Figure 1. Congestion heat map (run 1).
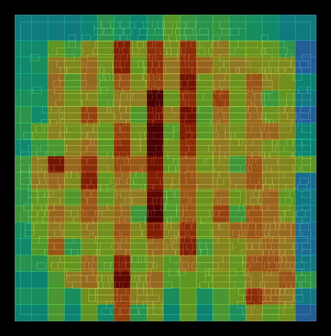
Figure 2. Placement by cell class (run 1).
The bar under the picture is 50 um long.
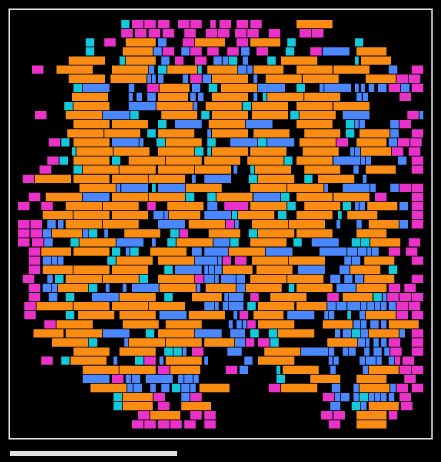
Figure 3. Clock network drawn from the DEF (run 1).
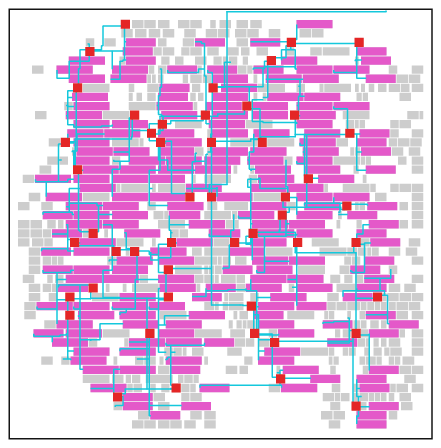
File: src/rtl/wb_pkg.sv
// Shared types and constants for the register-file writeback path.
package wb_pkg;

  localparam int unsigned WB_DATA_W = 32;
  localparam int unsigned WB_REG_AW = 4;
  localparam int unsigned NUM_REGS  = 15;
  localparam logic [WB_REG_AW-1:0] PC_IDX = 4'd15;

  typedef struct packed {
    logic [WB_REG_AW-1:0] rd;
    logic [WB_DATA_W-1:0] data;
  } wb_req_t;

  typedef enum logic [1:0] {
    SRC_NONE,
    SRC_ALU,
    SRC_MEM
  } wb_src_e;

  // PC (index 15) is not held in the bank and never gets a write enable.
  function automatic logic is_banked(input logic [WB_REG_AW-1:0] r);
    return r != PC_IDX;
  endfunction

endpackage

File: src/rtl/wb_fifo.sv
// Circular buffer of pending load results; pointers wrap modulo DEPTH.
module wb_fifo
  import wb_pkg::wb_req_t;
#(
  parameter int unsigned DEPTH = 4
) (
  input  logic                     clk,
  input  logic                     rst,
  input  logic                     push,
  input  logic                     pop,
  input  wb_req_t                  din,
  output logic                     full_c,
  output logic                     empty_c,
  output logic [$clog2(DEPTH):0]   count,
  output wb_req_t                  head_c
);

  localparam int unsigned PTR_W = $clog2(DEPTH);
  localparam int unsigned CNT_W = PTR_W + 1;

  wb_req_t            mem [DEPTH];
  logic [PTR_W-1:0]   wr_ptr;
  logic [PTR_W-1:0]   rd_ptr;

  assign full_c  = (count == CNT_W'(DEPTH));
  assign empty_c = (count == '0);
  assign head_c  = mem[rd_ptr];

  // Storage carries no reset: validity is tracked entirely by the pointers.
  always_ff @(posedge clk) begin
    if (push) begin
      mem[wr_ptr] <= din;
    end
  end

  always_ff @(posedge clk or negedge rst) begin
    if (!rst) begin
      wr_ptr <= '0;
      rd_ptr <= '0;
      count  <= '0;
    end else begin
      if (push) begin
        wr_ptr <= wr_ptr + PTR_W'(1);
      end
      if (pop) begin
        rd_ptr <= rd_ptr + PTR_W'(1);
      end
      case ({push, pop})
        2'b10:   count <= count + CNT_W'(1);
        2'b01:   count <= count - CNT_W'(1);
        default: count <= count;
      endcase
    end
  end

  overflow_chk : assert property (@(posedge clk) disable iff (!rst) !(push && full_c && !pop))
    else $error("wb_fifo: enqueue while full without dequeue");

endmodule

File: src/rtl/rf_writeback_unit.sv
// Arbitrates ALU and load results onto the single register-file write port
// and tracks outstanding writes per register.
module rf_writeback_unit
  import wb_pkg::wb_req_t;
  import wb_pkg::wb_src_e;
  import wb_pkg::SRC_NONE;
  import wb_pkg::SRC_ALU;
  import wb_pkg::SRC_MEM;
  import wb_pkg::is_banked;
#(
  parameter int unsigned MEM_FIFO_DEPTH = 4,
  parameter int unsigned DATA_W         = 32,
  parameter int unsigned REG_AW         = 4,
  parameter int unsigned NUM_REGS       = 15
) (
  input  logic                clk,
  input  logic                rst,
  input  logic                alu_valid,
  input  logic [REG_AW-1:0]   alu_rd,
  input  logic [DATA_W-1:0]   alu_data,
  output logic                alu_ready,
  input  logic                mem_valid,
  input  logic [REG_AW-1:0]   mem_rd,
  input  logic [DATA_W-1:0]   mem_data,
  output logic                mem_ready,
  input  logic                mark_valid,
  input  logic [REG_AW-1:0]   mark_rd,
  output logic                we_RF,
  output logic [REG_AW-1:0]   rd,
  output logic [DATA_W-1:0]   WD3,
  output logic [NUM_REGS-1:0] pending
);

  localparam int unsigned CNT_W = $clog2(MEM_FIFO_DEPTH) + 1;

  wb_req_t           alu_req;
  wb_req_t           mem_req;
  wb_req_t           fifo_head;
  wb_req_t           sel_req;
  wb_src_e           sel;
  logic              fifo_full;
  logic              fifo_empty;
  logic              fifo_push;
  logic              fifo_pop;
  logic [CNT_W-1:0]  fifo_count;

  assign alu_req = '{rd: alu_rd, data: alu_data};
  assign mem_req = '{rd: mem_rd, data: mem_data};

  wb_fifo #(
    .DEPTH (MEM_FIFO_DEPTH)
  ) u_fifo (
    .clk     (clk),
    .rst     (rst),
    .push    (fifo_push),
    .pop     (fifo_pop),
    .din     (mem_req),
    .full_c  (fifo_full),
    .empty_c (fifo_empty),
    .count   (fifo_count),
    .head_c  (fifo_head)
  );

  // A full buffer preempts the ALU so loads can never deadlock behind it.
  always_comb begin
    sel     = SRC_NONE;
    sel_req = '0;
    if (fifo_full) begin
      sel     = SRC_MEM;
      sel_req = fifo_head;
    end else if (alu_valid) begin
      sel     = SRC_ALU;
      sel_req = alu_req;
    end else if (!fifo_empty) begin
      sel     = SRC_MEM;
      sel_req = fifo_head;
    end
  end

  assign fifo_pop  = (sel == SRC_MEM);
  assign alu_ready = !fifo_full;
  assign mem_ready = !fifo_full || fifo_pop;
  assign fifo_push = mem_valid && mem_ready;

  // Write port register; rd/WD3 hold their value on idle cycles.
  always_ff @(posedge clk or negedge rst) begin
    if (!rst) begin
      we_RF <= 1'b0;
      rd    <= '0;
      WD3   <= '0;
    end else begin
      we_RF <= 1'b0;
      if (sel != SRC_NONE) begin
        we_RF <= is_banked(sel_req.rd);
        rd    <= sel_req.rd;
        WD3   <= sel_req.data;
      end
    end
  end

  // Scoreboard clears once the write is presented to the bank; a new
  // reservation in that same cycle takes precedence.
  always_ff @(posedge clk or negedge rst) begin
    if (!rst) begin
      pending <= '0;
    end else begin
      for (int unsigned i = 0; i < NUM_REGS; i++) begin
        if (mark_valid && (mark_rd == REG_AW'(i))) begin
          pending[i] <= 1'b1;
        end else if (we_RF && (rd == REG_AW'(i))) begin
          pending[i] <= 1'b0;
        end
      end
    end
  end

endmodule

File: config.mk
export PLATFORM = sky130hd
export DESIGN_NAME = rf_writeback_unit
export DESIGN_NICKNAME = d
export VERILOG_FILES = /design/src/rtl/wb_pkg.sv /design/src/rtl/wb_fifo.sv /design/src/rtl/rf_writeback_unit.sv
export SDC_FILE = /design/constraint.sdc
export NUM_CORES = 1
export LEC_CHECK = 0
export CORE_AREA = 2 2 124 126
export CTS_BUF_LIST = sky130_fd_sc_hd__clkbuf_4
export DETAILED_ROUTE_END_ITERATION = 7
export DIE_AREA = 0 0 126 128
export GPL_ROUTABILITY_DRIVEN = 0
export PLACE_DENSITY = 0.81
export SKIP_CTS_REPAIR_TIMING = 1
export SLEW_MARGIN = 20
export SYNTH_ARGS = -nofsm -noshare
export SYNTH_HDL_FRONTEND = slang
export SYNTH_HIERARCHICAL = 1
export SYNTH_SLANG_ARGS = --single-unit
File: constraint.sdc
create_clock -name clk -period 3 [get_ports clk]
set_input_delay 0.45 -clock clk [delete_from_list [all_inputs] [get_ports clk]]
set_output_delay 0.45 -clock clk [all_outputs]
set_load 0.01 [all_outputs]
==> run summary, run 1 <==
Notes on the flow outputs.

- Summing all placed instances gives a cell area of approximately 9400 um^2.
- According to the finish report, the design has a final net count of 713.
- Setup repair after global routing left no endpoint under its margin.
- The worst hold margin reads 0.215 ns.
- The run finished with clean final reports.
- The cell sequence reported for the critical path is inv_1 -> and3_1 -> buf_4 -> inv_1 -> clkdlybuf4s50_1.
- The script computed the net switching share of total power as 30.7%.
- The tally of max-capacitance violations reads 0.
- The filler cells instantiated in the layout total 975.
- The OpenROAD report gives the critical path a data arrival time of 2.12 ns.
- Dividing the detail-routed wire length by the instance count gives 19.0 um.
- According to the floorplan report, the die height is approximately 130 um.
- The number of flip-flops under the largest register name is about 140.
- The number of buffers created by CTS is 49.
- The design received a total of approximately 190 well taps at floorplan.
- Clock skew on the completed layout was measured at 0.0277 ns.
- The initial antenna violation count reads 0.
- Row generation in the floorplan step produced 45 rows.
- The overall fraction of global-route tracks in use is 20.6%.
- According to the timing report, the critical path is launched from u_fifo/count[0]$_DFFE_PN0P_.
- Counting pins that exceed their max-slew limit in the final report gives 0.
- The type of the most critical hold path is primary input to async pin.
## Picture notes: Figure 1
Final Util: 67.7%
met2 track utilization from global routing: 34.6%

## Picture notes: Figure 2
remaining buffers and delay cells: drawn in magenta, cells 146. registers: drawn in orange, cells 203. remaining logic cells: drawn in blue, cells 226. clock drivers and dummy loads: drawn in cyan, cells 89.
share of the final layout cell area in sequential cells: 57.7%
final design instance area without fill: 10100 um^2

## Picture notes: Figure 3
clock wires: drawn in cyan, length 2320 um. clock-net drivers: drawn in red, count 49. flip-flops: drawn in magenta, count 203.
There are 50 routed clock nets.
clock network power share: 22.7%
clock latency reported for the late side of the worst-skew pair: 0.59 ns
power of the clock network: 2.16 mW

--- run 2 (diff from run 1) ---
--- a/config.mk
+++ b/config.mk
@@ -5,10 +5,13 @@
 export SDC_FILE = /design/constraint.sdc
 export NUM_CORES = 1
 export LEC_CHECK = 0
-export CORE_AREA = 2 2 124 126
+export ABC_AREA = 1
+export CELL_PAD_IN_SITES_DETAIL_PLACEMENT = 1
+export CELL_PAD_IN_SITES_GLOBAL_PLACEMENT = 1
+export CORE_AREA = 2 2 143 145
 export CTS_BUF_LIST = sky130_fd_sc_hd__clkbuf_4
 export DETAILED_ROUTE_END_ITERATION = 7
-export DIE_AREA = 0 0 126 128
+export DIE_AREA = 0 0 145 147
 export GPL_ROUTABILITY_DRIVEN = 0
 export PLACE_DENSITY = 0.81
 export SKIP_CTS_REPAIR_TIMING = 1
==> run 2 against run 1 <==
Against the previous run: synthesized cell count increased by 69%; clock-buffer cell count decreased by 3; cell area increased by 6.8%; critical path type unchanged; hold slack improved by 0.16 ns; total power increased by 8.0%; clock power increased by 6%; sequential share of layout area decreased by 3.7 points.
==> run summary, run 2 <==
Notes on the flow outputs.

- The flow ran to the end, and the final reports show no timing, DRC or antenna violations.
- The register fraction of the total cell area is 54.0% (-3.7 points).
- The overall fraction of global-route tracks in use is 20.5% (-0.11 points).
- The initial antenna violation count is 1 (+1).
- The portion of synthesized area spent on multiplexers is 0%.
- The share of the core area taken by cells at floorplan is 43.4%.
- The worst hold margin reads 0.375 ns (+0.159 ns).
- The total number of placement rows reads 52 (+16%).
- Setup repair after global routing left no endpoint under its margin.
- The total number of nets in the final design reads 1015 (+42%).
- The non-filler instance count after layout is 1235.
- TritonCTS built the clock tree.
- By area, the combinational part of the netlist is dominated by simple AND/OR/NAND/NOR gates.
- For met3 alone, demand over resource in global routing was around 5.1%.
- The final non-filler cell area is 10700 um^2 (+6.8%).
- The fraction of power spent switching nets reads 36.2% (+5.5 points).
- The largest clock skew in the final design came to 0.0273 ns (-0.000402 ns).
- For reference, the critical path cell chain is nor3_1 -> inv_2 -> clkdlybuf4s50_1.
- The number of fillers in the final layout is 2116 (+120%).
- The minimum setup slack after placement reads about 0.77 ns.
- The fraction of met1 tracks used by global routing is 24.7%.
- The mean routed wirelength per cell is 17.6 um (-7.5%).
- The data arrival time of the critical path came to 1.87 ns (-0.25 ns).
- The tally of max-capacitance violations reads 0 (unchanged).
- The height of the die reads 147 um (+15%).
- The number of well taps reads 270 (+44%).
- The overall power is 10.3 mW.
- The global routing usage on met2 reads 36.4% (+1.8 points).
- The number of slew-limit violations in the final report is 0 (unchanged).
- The slowest stage of the critical path is the sky130_fd_sc_hd__clkdlybuf4s50_1 cell.
- The actual slew at the worst max-slew pin reads approximately 1.1 ns.
- The number of flip-flops under the largest register name reads 144 (unchanged).
- The type of the most critical hold path is primary input to flop.
- The instance area at placement reads 10100 um^2 (+7.1%).
- The number of global-route vias before repair came to 6643.
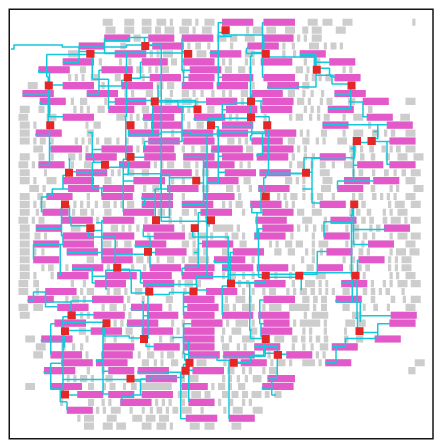
Figure 4: run 2, clock network drawn from the DEF.
flip-flops: drawn in magenta, count 203. clock-net drivers: drawn in red, count 51. clock wires: drawn in cyan, length 2710 um.
Position of the flops: widely spread.
clock latency reported for the late side of the worst-skew pair: 0.64 ns
power of the clock network: 2.30 mW
clock network power share: 22.3%

Power and IR drop assume default switching activity.
